## config.mk

```make
export PLATFORM = sky130hd
export DESIGN_NAME = fwd_bypass_unit
export DESIGN_NICKNAME = d
export VERILOG_FILES = /design/src/rtl/fwd_bypass_unit.sv
export SDC_FILE = /design/constraint.sdc
export NUM_CORES = 1
export LEC_CHECK = 0
export CAP_MARGIN = 20
export CORE_MARGIN = 4
export CORE_UTILIZATION = 37
export CTS_CLUSTER_SIZE = 24
export DETAILED_ROUTE_END_ITERATION = 6
export GPL_TIMING_DRIVEN = 0
export PLACE_DENSITY = 0.95
export SYNTH_ARGS = -nofsm -noshare
export SYNTH_HDL_FRONTEND = slang
export SYNTH_SLANG_ARGS = --single-unit
```

## constraint.sdc

```tcl
create_clock -name clk_i -period 5.35 [get_ports clk_i]
set_input_delay 0.8025 -clock clk_i [delete_from_list [all_inputs] [get_ports clk_i]]
set_output_delay 0.8025 -clock clk_i [all_outputs]
set_load 0.05 [all_outputs]
```

## src/rtl/fwd_bypass_unit.sv

```systemverilog
// fwd_bypass_unit: EX-stage operand forwarding with a DEPTH-entry producer
// tag pipeline and load-use hazard detection.
//
// Ports:
//   clk_i, rst_i        clock (rising edge), async active-low reset
//   adv_i               pipeline advance; tag pipeline shifts
//   bubble_i            with adv_i, shift an invalid entry into entry 0
//   flush_i             invalidate entry 0 (flush wins over consumer tag)
//   cons_we_i/rd_i/load_i  consumer tag captured into entry 0 on advance
//   src_ra_i            per-operand source register addresses
//   rf_data_i           per-operand register-file read data
//   stage_data_i        per-stage result data, slice k = entry k
//   src_data_o          forwarded operand data (combinational)
//   sel_o               0 = register file, k+1 = entry k (combinational)
//   hazard_o            load-use hazard on entry 0 (combinational)
//   fwd_cnt_o           per-operand saturating forward counters
//                       (only when FWD_STATS_EN is defined)
//
// Optional feature macro: FWD_STATS_EN
module fwd_bypass_unit #(
    parameter int unsigned DATA_W  = 32,
    parameter int unsigned RA_W    = 5,
    parameter int unsigned DEPTH   = 3,
    parameter int unsigned NUM_SRC = 2,
    localparam int unsigned SEL_W  = $clog2(DEPTH + 1)
) (
    input  logic                      clk_i,
    input  logic                      rst_i,
    input  logic                      adv_i,
    input  logic                      bubble_i,
    input  logic                      flush_i,
    input  logic                      cons_we_i,
    input  logic [RA_W-1:0]           cons_rd_i,
    input  logic                      cons_load_i,
    input  logic [NUM_SRC*RA_W-1:0]   src_ra_i,
    input  logic [NUM_SRC*DATA_W-1:0] rf_data_i,
    input  logic [DEPTH*DATA_W-1:0]   stage_data_i,
    output logic [NUM_SRC*DATA_W-1:0] src_data_o,
    output logic [NUM_SRC*SEL_W-1:0]  sel_o,
    output logic                      hazard_o
`ifdef FWD_STATS_EN
    ,
    output logic [NUM_SRC*16-1:0]     fwd_cnt_o
`endif
);

    localparam int unsigned CNT_W = 16;

    logic [DEPTH-1:0] vld_q;
    logic [DEPTH-1:0] load_q;
    logic [RA_W-1:0]  rd_q [DEPTH];

    // Producer tag pipeline; flush only ever squashes the newest entry.
    always_ff @(posedge clk_i or negedge rst_i) begin
        if (!rst_i) begin
            vld_q  <= '0;
            load_q <= '0;
            for (int k = 0; k < int'(DEPTH); k++) begin
                rd_q[k] <= '0;
            end
        end else if (adv_i) begin
            for (int k = 1; k < int'(DEPTH); k++) begin
                vld_q[k]  <= vld_q[k-1];
                load_q[k] <= load_q[k-1];
                rd_q[k]   <= rd_q[k-1];
            end
            vld_q[0]  <= cons_we_i & ~bubble_i & ~flush_i;
            load_q[0] <= cons_load_i;
            rd_q[0]   <= cons_rd_i;
        end else if (flush_i) begin
            vld_q[0] <= 1'b0;
        end
    end

    // Youngest match wins: scan oldest to youngest so entry 0 is assigned last.
    always_comb begin
        sel_o      = '0;
        src_data_o = rf_data_i;
        hazard_o   = 1'b0;
        for (int n = 0; n < int'(NUM_SRC); n++) begin
            for (int k = int'(DEPTH) - 1; k >= 0; k--) begin
                if (vld_q[k] && (rd_q[k] == src_ra_i[n*RA_W +: RA_W]) &&
                    (src_ra_i[n*RA_W +: RA_W] != '0)) begin
                    sel_o[n*SEL_W +: SEL_W]       = SEL_W'(k + 1);
                    src_data_o[n*DATA_W +: DATA_W] = stage_data_i[k*DATA_W +: DATA_W];
                    // Entry 0 is the last iteration, so a hit here is the winner.
                    if (k == 0) begin
                        hazard_o = hazard_o | load_q[0];
                    end
                end
            end
        end
    end

`ifdef FWD_STATS_EN
    // Per-operand forward counters; a flushing advance clears them.
    always_ff @(posedge clk_i or negedge rst_i) begin
        if (!rst_i) begin
            fwd_cnt_o <= '0;
        end else if (adv_i && flush_i) begin
            fwd_cnt_o <= '0;
        end else if (adv_i && !hazard_o) begin
            for (int n = 0; n < int'(NUM_SRC); n++) begin
                if ((sel_o[n*SEL_W +: SEL_W] != '0) &&
                    (fwd_cnt_o[n*CNT_W +: CNT_W] != 16'hFFFF)) begin
                    fwd_cnt_o[n*CNT_W +: CNT_W] <= fwd_cnt_o[n*CNT_W +: CNT_W] + 16'd1;
                end
            end
        end
    end
`endif

endmodule

```

==> results.txt, run 1 <==
The layout was made with Yosys and OpenROAD.

The number of global-route vias before repair is 5006. Looking at the post-CTS report, the setup buffer insertion count equals 0. The met1 track utilization from global routing is 37.9%. Per the run report, area growth between synthesis and finish was 81.7%. TritonRoute reported its final design rule violation total as 0. The cell count along the critical path is 8.

The final timing report derives a shortest allowable period of 4840 ps. The clock group share of total power is 12.9%. The number of input and output port buffers inserted is 248.

The total die area is 10400 µm². The endpoint of the worst register-to-register path is rd_q[14]. The launch point of the worst register-to-register path is recorded as rd_q[14]. The portion of the post-synthesis area used by sequential elements is 14.6%. The power of the clock network is 103 µW. The areal power density over the cells is 135 nW/µm². The critical path's largest stage delay is 860 ps.

Per STA, the startpoint of the critical path is src_ra_i[2]. IR analysis of the VDD net gives a maximum drop of 0.158 mV. The data arrival time of the critical path is 4030 ps. The die outline width is 102 µm. The flow ran to the end, and the final reports show no timing, DRC or antenna violations. The worst hold path begins at load_q[0]. The proportion of layout cells with a drive suffix above 1 is 11.3%. The element type at the critical path start is an input pin. The final layout reports a setup TNS of 0 ps. The standby leakage power is 0.00207 µW. The synthesized netlist has a Yosys-reported chip area of 3250 µm². The H-tree depth is 1. The number of warnings issued by yosys is 0.

The post-route clock skew is 1.34 ps. The vertical die dimension is 102 µm. The share of the cycle needed by the critical path after routing is 90.4%. After global routing the overflow that remains totals 0. The repair_antennas step left the layout with diodes totalling 0. The number of antenna violations at the first check in global routing is 0. The average cell area after synthesis is 7.39 µm². The top-level I/O count is 251. Counting pins that exceed their max-slew limit in the final report gives 0.

The total routed wire length on the met1 layer is 6.48 mm. The slowest cell on the critical path is sky130_fd_sc_hd__clkdlybuf4s50_1. The critical path start-end classification is in -> out. Setup repair after global routing left no endpoint under its margin. Entering global routing, the biggest net connects 20 pins. Hold analysis shows the worst path with a depth of 1. The global routing usage on met2 is 54.4%.
## run 1: state kept, by name, indices dropped and copies added, names as in the netlist
name / flops
load_q: 1
rd_q: 15
vld_q: 3
## run 1: stage by stage
stage,cell area (µm²),setup slack (ps),std cells,total power (µW),util (%)
final,5910,514,797,801,70.5
after global routing,5910,391,797,834,70.5
after global placement,5870,552,793,686,70.0
after floorplan,3250,1550,440,448,-
after CTS,5910,527,797,798,70.5
after detailed placement,5870,528,793,695,70.0
## run 1: cell type report
class	count	area (µm²)
clock buffers	4	45.0
fillers	654	2470
flip-flops and latches	19	475
plain buffers	47	300
well taps	105	131
multi-input cells	373	2470
inverters	1	3.75
repair buffers	248	2480
## run 1: Yosys cell counts (all sizes together)
library cell,count,area [µm²]
o211ai,2,25.0
or3,6,38.8
dfrtp,19,475
xnor2,30,270
o21ai,131,656
nor2,4,27.5
or4,2,22.5
mux2,17,191
a221oi,64,692
buf,28,229
a21oi,3,15.0
inv,1,3.75
and2,32,200
clkbuf,19,71.3
a21boi,1,7.51
nor3,4,20.0
nand3,2,10.0
nand3b,1,7.51
nand4,4,25.0
nand2b,1,6.26
nand2,69,259
## run 1: layout by cell type, fill, tap and decap left out, drive strengths merged
cell	n
and2	32
nand3	2
nand2b	1
nand4	4
clkbuf	23
xnor2	30
inv	1
clkdlybuf4s50	248
nand2	69
nor3	4
dfrtp	19
o211ai	2
a21boi	1
buf	28
or4	2
a21oi	3
o21ai	131
a221oi	64
nor2	4
nand3b	1
or3	6
mux2	17
## run 1: cell families (layout without fill, tap and decap cells)
kind of cell	count (synthesis)	after routing	share of synthesized area [%]
buffers and inverters	48	300	9.35
muxes	17	17	5.88
xor gates and xnor gates	30	30	8.31
AOI/OAI and AO/OA	201	201	42.9
DFF	19	19	14.6
and+or+nand+nor	125	125	19.0
### Cell density map, run 1

10 x 10 tiles, from white (low) to dark blue (high), 0 to 100% covered.
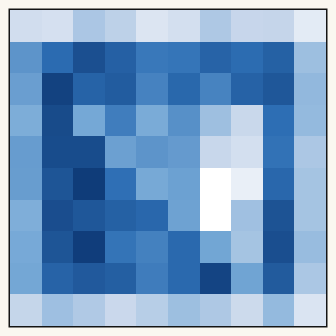
The emptiest ninth of the die: middle right. The densest ninth of the die: middle left. The mean over all tiles is 56%. 33% of the tiles are over 75% full. The fullest tile reaches 95%. 2.0% of the tiles are nearly empty.

### Signal wires on met3, run 1

The bar under the picture is 20 µm long.
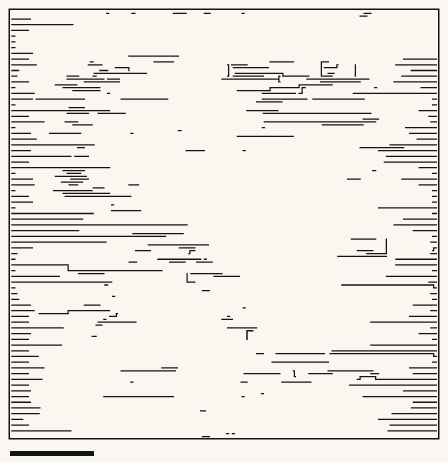
227 nets have wire on it. The longest straight run is 41.6 µm. The wires run mostly horizontal. The layer holds 10% of the routed length.

### Sequential cells grouped by signal name, run 1

The bar under the picture is 20 µm long. Other sequential cells in the stronger grey, the rest of the logic in the fainter grey.
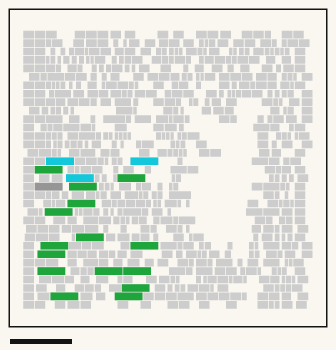
Key: vld_q = cyan [sequential cells 3]; rd_q = green [sequential cells 15]
Another 1 sequential cells are not coloured.
seq pwr: 187 µW
area taken by flip-flops and latches: 475 µm²
share of the final layout cell area in sequential cells: 8.04%

### Placement by cell class, run 1

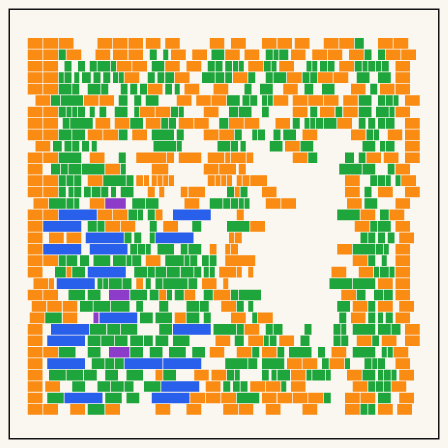
Key: clock drivers and dummy loads = purple [cells 4, share of their area 0.78%]; flops = blue [cells 19, share of their area 8.2%]; other buffers and delay cells = orange [cells 295, share of their area 48%]; all other logic = green [cells 374, share of their area 43%]
final core occ: 70.5%
core region area: 8380 µm²
summed area of non-filler cells in the final layout: 5910 µm²
Row Count: 33

## Run 2: what changed since run 1
--- a/config.mk
+++ b/config.mk
@@ -11,6 +11,7 @@
 export CTS_CLUSTER_SIZE = 24
 export DETAILED_ROUTE_END_ITERATION = 6
 export GPL_TIMING_DRIVEN = 0
+export MAX_ROUTING_LAYER = met4
 export PLACE_DENSITY = 0.95
 export SYNTH_ARGS = -nofsm -noshare
 export SYNTH_HDL_FRONTEND = slang
### Sequential cells grouped by signal name, run 2

The bar under the picture is 20 µm long. Other sequential cells in the stronger grey, the rest of the logic in the fainter grey.
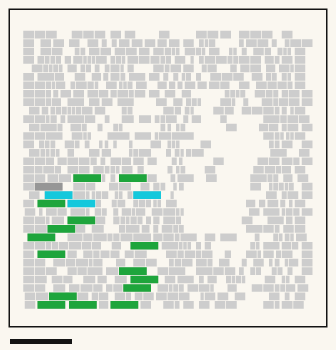
Key: vld_q = cyan [sequential cells 3]; rd_q = green [sequential cells 15]

### Cell placement, run 2

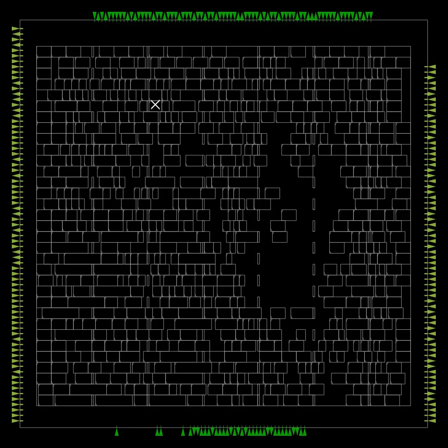
post-layout instance count excluding filler cells: 797
tap cell instance count: 105

==> run 2 against run 1 <==
The flow now finishes with violations (design-rule violations). Total power fell by 0.23%. First-iteration DRC count fell by 13%. Highest routed layer unchanged. Largest power group unchanged. Die area did not move. Register-to-register slack barely moved. Cell area did not move. Core utilization did not move.
==> results.txt, run 2 <==
The layout was made with Yosys and OpenROAD.

The register with the most flip-flops is rd_q. The register area came to 475 µm² (unchanged). The vertical die dimension is 102 µm (unchanged).

The fill cell instance count of the final layout is 651 (-0.46%). The area figure in the yosys stat output was 3250 µm² (unchanged). The number of warnings issued by yosys is 0 (unchanged). Among the non-sequential cells, AND-OR/OR-AND gates take the most area.

The share of synthesized cell area in and, or, nand and nor gates was 19.0% (unchanged). The number of remaining DRC errors came to 5 (+5). The total overflow reported by the global router is 0 (unchanged).

Looking at the gate-level netlist, the highest instance count belongs to sky130_fd_sc_hd__o21ai_0. The number of flip-flops under the largest register name is 15 (unchanged). The total power of the final layout is 799 µW (-0.23%). The placeable core area is 8380 µm² (unchanged).

The worst vdd rail ir drop is 0.152 mV (-3.7%). The count of inserted antenna diode cells is 0 (unchanged). The worst setup path is of the in -> out kind. The count of cells along the worst hold path was 1 (unchanged). The data arrival time of the critical path was 4090 ps (+60 ps). The proportion of layout cells with a drive suffix above 1 is 11.3% (unchanged).

The average cell area after synthesis is 7.39 µm² (unchanged). The proportion of synthesized flip-flops having asynchronous set or reset came to 100% (unchanged). The final reports fail on design-rule violations. The share of the core filled with cells is 70.5% (unchanged). The minimum period implied by the final worst setup slack is 4890 ps (+59.1 ps). The post-synthesis cell type with the largest combined area is sky130_fd_sc_hd__dfrtp_1.

The worst min-delay path startpoint is load_q[0]. The portion of the post-synthesis area used by sequential elements came to 14.6% (unchanged). The total die area was 10400 µm² (unchanged).

The flow ran to the end, but the final reports show violations. In this run the critical register-to-register path is captured at rd_q[8]. The final max-slew violation count came to 0 (unchanged). The number of input and output port buffers inserted is 248 (unchanged). The largest registers in the layout are rd_q (15), vld_q (3), load_q (1). The area fraction in full adders, half adders and majority gates was 0% (unchanged). The number of global-route vias before repair is 5039 (+0.66%).

The area share of and-or/or-and cells after synthesis is 42.9% (unchanged). The number of antenna violations at the first check in global routing is 0 (unchanged). The top-level I/O count was 251 (unchanged).
### Signal wires on met3, run 2

The bar under the picture is 20 µm long.
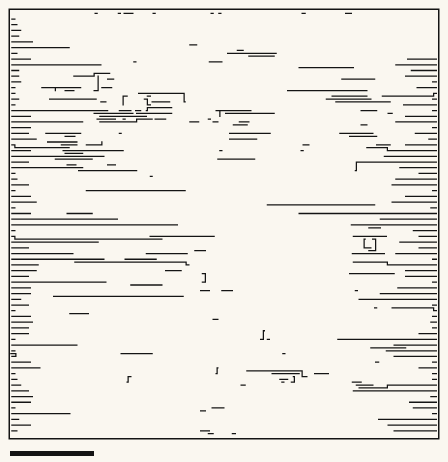
The layer holds 9.9% of the routed length. The longest straight run is 39.3 µm. 221 nets have wire on it. The layer carries 1690 µm of wire. The wires run mostly horizontal.
DR vias: 4784
GRT met3 Usage: 6.20%
sum of routed wire length over all layers: 17.1 mm

-- run 2: cell counts in the layout (fill, tap and decap cells not counted) --
Identical to the previous run, type by type.
-- run 2: layout make-up --
cell class	instances	area share [%]
inverter	1	0.0635
multi-input combinational	373	41.8
clock buffer	4	0.762
buffer	47	5.08
tap	105	2.22
timing repair buffer	248	42.0
sequential	19	8.04
-- run 2: kinds of logic (layout without fill, tap and decap cells) --
group | Yosys count | after routing
compound gates | 201 | 201
xor+xnor | 30 | 30
flops | 19 | 19
mux | 17 | 17
buf+inv | 48 | 300
simple gates | 125 | 125
-- run 2: where the power goes --
part	internal [µW]	switching (µW)	total [µW]
combinational	259	251	510
sequential	162	24.6	187
clock	52.9	49.1	102
-- run 2: worst max-delay path by stage --
stage	cells past startpoint	to	slack, ps	from
after floorplan	6	src_data_o[32]	1550	src_ra_i[6]
after CTS	8	src_data_o[6]	530	src_ra_i[3]
after detailed placement	8	src_data_o[6]	510	src_ra_i[2]
after global routing	8	src_data_o[11]	190	src_ra_i[4]
final	8	src_data_o[6]	460	src_ra_i[3]
after global placement	8	src_data_o[6]	550	src_ra_i[3]
-- run 2: per-stage QoR --
stage | setup slack, ps | hold WS [ps] | instance area [µm²] | std cells
final | 455 | 518 | 5910 | 797
after global routing | 193 | 535 | 5910 | 797
after CTS | 533 | 523 | 5910 | 797
after detailed placement | 513 | 516 | 5870 | 793
after global placement | 546 | 493 | 5870 | 793
after floorplan | 1550 | 474 | 3250 | 440
-- run 2: layer usage --
layer,global-route usage [%],wire length (µm),share of wire [%],vias up
met5,-,0,0,-
met4,11.1,549,3.2,0
met3,6.20,1690,9.9,49
met2,55.1,8520,50,350
met1,36.9,6340,37,2221
li1,-,-,-,2164
Power and IR drop assume default switching activity.
